### Met1 routing

Drawn at 3 px/µm. Supply wires on this layer in gray.
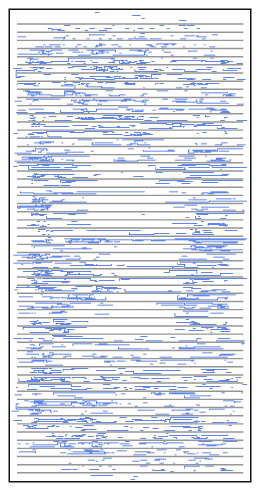
### The metal 2 layer

Drawn at 2 px/µm.
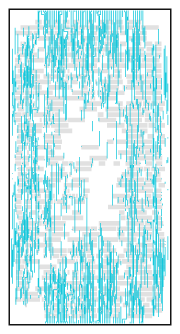
### Met3 routing

Drawn at 3 px/µm.
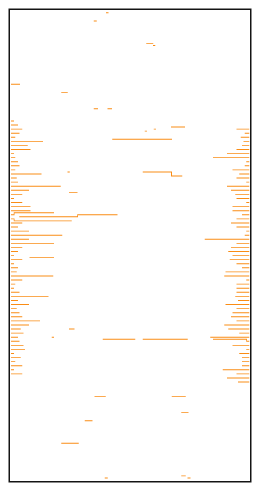
### Signal wires on met4

Drawn at 3 px/µm. Supply wires on this layer in gray.
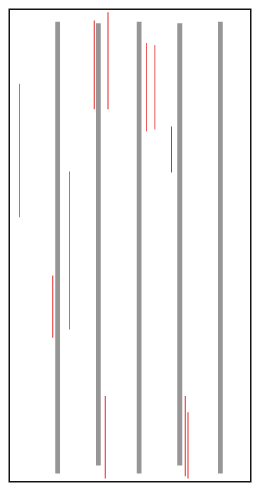
<file path="src/rtl/mem_arbiter.sv">
// -----------------------------------------------------------------------------
// mem_arbiter
//
// Shares one single-ported memory between an instruction-fetch port (read
// only) and a data port (read/write). One memory operation is in flight at a
// time. A four-state FSM (IDLE -> ISSUE -> WAIT -> RESP) sequences each
// transaction, and every output is driven from a register.
//
// Ports
//   clk, rst          single clock; asynchronous active-high reset
//   i_req, i_addr     fetch request (level, held until i_resp_valid)
//   i_rdata           fetch read data, valid with i_resp_valid
//   i_resp_valid      one-cycle fetch completion pulse
//   d_req, d_we       data request (level) and write enable
//   d_addr, d_wdata   data address and store data
//   d_rdata           load data, valid with d_resp_valid on a read
//   d_resp_valid      one-cycle data completion pulse (reads and writes)
//   busy              high whenever the FSM is not in IDLE
//   mem_cs/re/wr      memory chip-select, read strobe, write strobe
//   mem_address       latched request address
//   mem_data_in       latched store data
//   mem_data_out      memory read data
//   mem_done          memory completion flag (level)
// -----------------------------------------------------------------------------
module mem_arbiter #(
    parameter int ADDR_WIDTH = 20,
    parameter int LATENCY    = 10
) (
    input  logic                  clk,
    input  logic                  rst,
    input  logic                  i_req,
    input  logic [ADDR_WIDTH-1:0] i_addr,
    output logic [31:0]           i_rdata,
    output logic                  i_resp_valid,
    input  logic                  d_req,
    input  logic                  d_we,
    input  logic [ADDR_WIDTH-1:0] d_addr,
    input  logic [31:0]           d_wdata,
    output logic [31:0]           d_rdata,
    output logic                  d_resp_valid,
    output logic                  busy,
    output logic                  mem_cs,
    output logic                  mem_re,
    output logic                  mem_wr,
    output logic [ADDR_WIDTH-1:0] mem_address,
    output logic [31:0]           mem_data_in,
    input  logic [31:0]           mem_data_out,
    input  logic                  mem_done
);

    typedef enum logic [1:0] {
        IDLE,
        ISSUE,
        WAIT,
        RESP
    } state_t;

    state_t state;
    state_t next_state;

    logic last_grant_d;
    logic grant_d;
    logic lat_we;
    logic grant_now;
    logic pick_d;
    logic issue_we;

    // LATENCY only describes the companion memory; the control logic waits on
    // mem_done instead of counting, so the value never reaches any logic.
    if (LATENCY < 1) begin : g_latency_informational
    end

    // Arbitration and next-state decode. When both ports request, the port
    // that was not granted last wins; a lone requester always wins.
    always_comb begin
        next_state = state;
        pick_d     = d_req && (!i_req || !last_grant_d);
        grant_now  = 1'b0;
        issue_we   = pick_d && d_we;

        case (state)
            IDLE: begin
                if (i_req || d_req) begin
                    grant_now  = 1'b1;
                    next_state = ISSUE;
                end
            end
            ISSUE: begin
                next_state = WAIT;
            end
            WAIT: begin
                if (mem_done) begin
                    next_state = RESP;
                end
            end
            RESP: begin
                next_state = IDLE;
            end
            default: begin
                next_state = IDLE;
            end
        endcase
    end

    always_ff @(posedge clk or posedge rst) begin
        if (rst) begin
            state <= IDLE;
        end else begin
            state <= next_state;
        end
    end

    // Grant bookkeeping and request latches. These only change on a grant, so
    // requester inputs that move afterwards cannot disturb the transaction.
    // The fetch port never writes, so its latched write enable is forced low.
    always_ff @(posedge clk or posedge rst) begin
        if (rst) begin
            last_grant_d <= 1'b0;
            grant_d      <= 1'b0;
            lat_we       <= 1'b0;
            mem_address  <= '0;
            mem_data_in  <= '0;
        end else if (grant_now) begin
            last_grant_d <= pick_d;
            grant_d      <= pick_d;
            lat_we       <= issue_we;
            mem_address  <= pick_d ? d_addr : i_addr;
            mem_data_in  <= d_wdata;
        end
    end

    // Strobes, busy and response pulses are registered from the next state so
    // that they line up exactly with the state they belong to. ISSUE is only
    // reachable from IDLE, so its read/write strobes use the value being
    // latched on that same edge.
    always_ff @(posedge clk or posedge rst) begin
        if (rst) begin
            busy         <= 1'b0;
            mem_cs       <= 1'b0;
            mem_re       <= 1'b0;
            mem_wr       <= 1'b0;
            i_resp_valid <= 1'b0;
            d_resp_valid <= 1'b0;
        end else begin
            busy         <= (next_state != IDLE);
            mem_cs       <= (next_state == ISSUE);
            mem_re       <= (next_state == ISSUE) && !issue_we;
            mem_wr       <= (next_state == ISSUE) && issue_we;
            i_resp_valid <= (next_state == RESP) && !grant_d;
            d_resp_valid <= (next_state == RESP) && grant_d;
        end
    end

    // Read data is captured once, on the edge that leaves WAIT, into the
    // granted port only; writes leave both rdata registers untouched.
    always_ff @(posedge clk or posedge rst) begin
        if (rst) begin
            i_rdata <= '0;
            d_rdata <= '0;
        end else if ((state == WAIT) && mem_done && !lat_we) begin
            if (grant_d) begin
                d_rdata <= mem_data_out;
            end else begin
                i_rdata <= mem_data_out;
            end
        end
    end

endmodule

</file>
<file path="config.mk">
export PLATFORM = sky130hd
export DESIGN_NAME = mem_arbiter
export DESIGN_NICKNAME = d
export VERILOG_FILES = /design/src/rtl/mem_arbiter.sv
export SDC_FILE = /design/constraint.sdc
export NUM_CORES = 1
export LEC_CHECK = 0
export ABC_CLOCK_PERIOD_IN_PS = 7700
export CORE_AREA = 2 2 78 155
export DETAILED_ROUTE_END_ITERATION = 7
export DIE_AREA = 0 0 80 157
export PLACE_DENSITY = 0.84
export SYNTH_ARGS = -nofsm -noshare
export SYNTH_HDL_FRONTEND = slang
export SYNTH_SLANG_ARGS = --single-unit
</file>
<file path="constraint.sdc">
create_clock -name clk -period 7.7 [get_ports clk]
set_clock_uncertainty 0.1 [all_clocks]
set_input_delay 1.54 -clock clk [delete_from_list [all_inputs] [get_ports clk]]
set_output_delay 1.54 -clock clk [all_outputs]
set_load 0.005 [all_outputs]
</file>
==> results.tsv <==
metric	value	unit
met2_length	7.490	mm
drt_drc_violations_left	0	
combPwrFrac	0.402	
ant_nets	0	
syn_inst	418	
lay_top_cells	clkdlybuf4s50_1 (231), dfrtp_1 (126), nand2_1 (120)	
path_class	in2reg	
status	complete, no violations	
grt_usage	0.2136	
ys_warn_count	0	
tool_warnings	28	
met3_length	718	µm
lay_top_count	clkdlybuf4s50_1	
dpl.hpwl	9.704	mm
holdPathStages	2	
antenna_cells	0	
gp_congestion	0.7580	
multi_input_comb_cells	266	
grt_pass1_wl	20.37	mm
power	0.003382	W
dr.pass1.iters	4	
ys_cells	418	
r2r-end	d_rdata[30]	
io_pins	232	
drive_above_1_share	0.1556	
ys_sh_simple	0.1268	
vias_per_cell	4.917	
cts_buffer_depth	2	
largestClassByArea	registers	
edf_count	0	
r2r_slack	5.62	ns
p_seq_frac	0.348	
r2r_cells	4	
Back to the opening pictures, 'Met1 routing':
637 nets have wire on it. The layer holds 35% of the routed length. The wires run mostly horizontal. The layer carries 4610 µm of wire. The longest straight run is 42.3 µm.
met1 Track Usage GR: 0.2207
Vias: 3953
WL final: 13.14 mm

Back to the opening pictures, 'The metal 2 layer':
The layer carries 7490 µm of wire. The layer holds 57% of the routed length. The wires run mostly vertical. The longest straight run is 63.6 µm. 686 nets have wire on it.
Global Route met2 Usage: 0.4004

Back to the opening pictures, 'Met3 routing':
The wires run mostly horizontal. The longest straight run is 19.5 µm. 139 nets have wire on it.
GR Layer Usage met3: 0.04989

Back to the opening pictures, 'Signal wires on met4':
The layer holds 2.5% of the routed length. The longest straight run is 52.4 µm. 10 nets have wire on it.

No activity file was given, so power comes from the tool's default toggle rates.
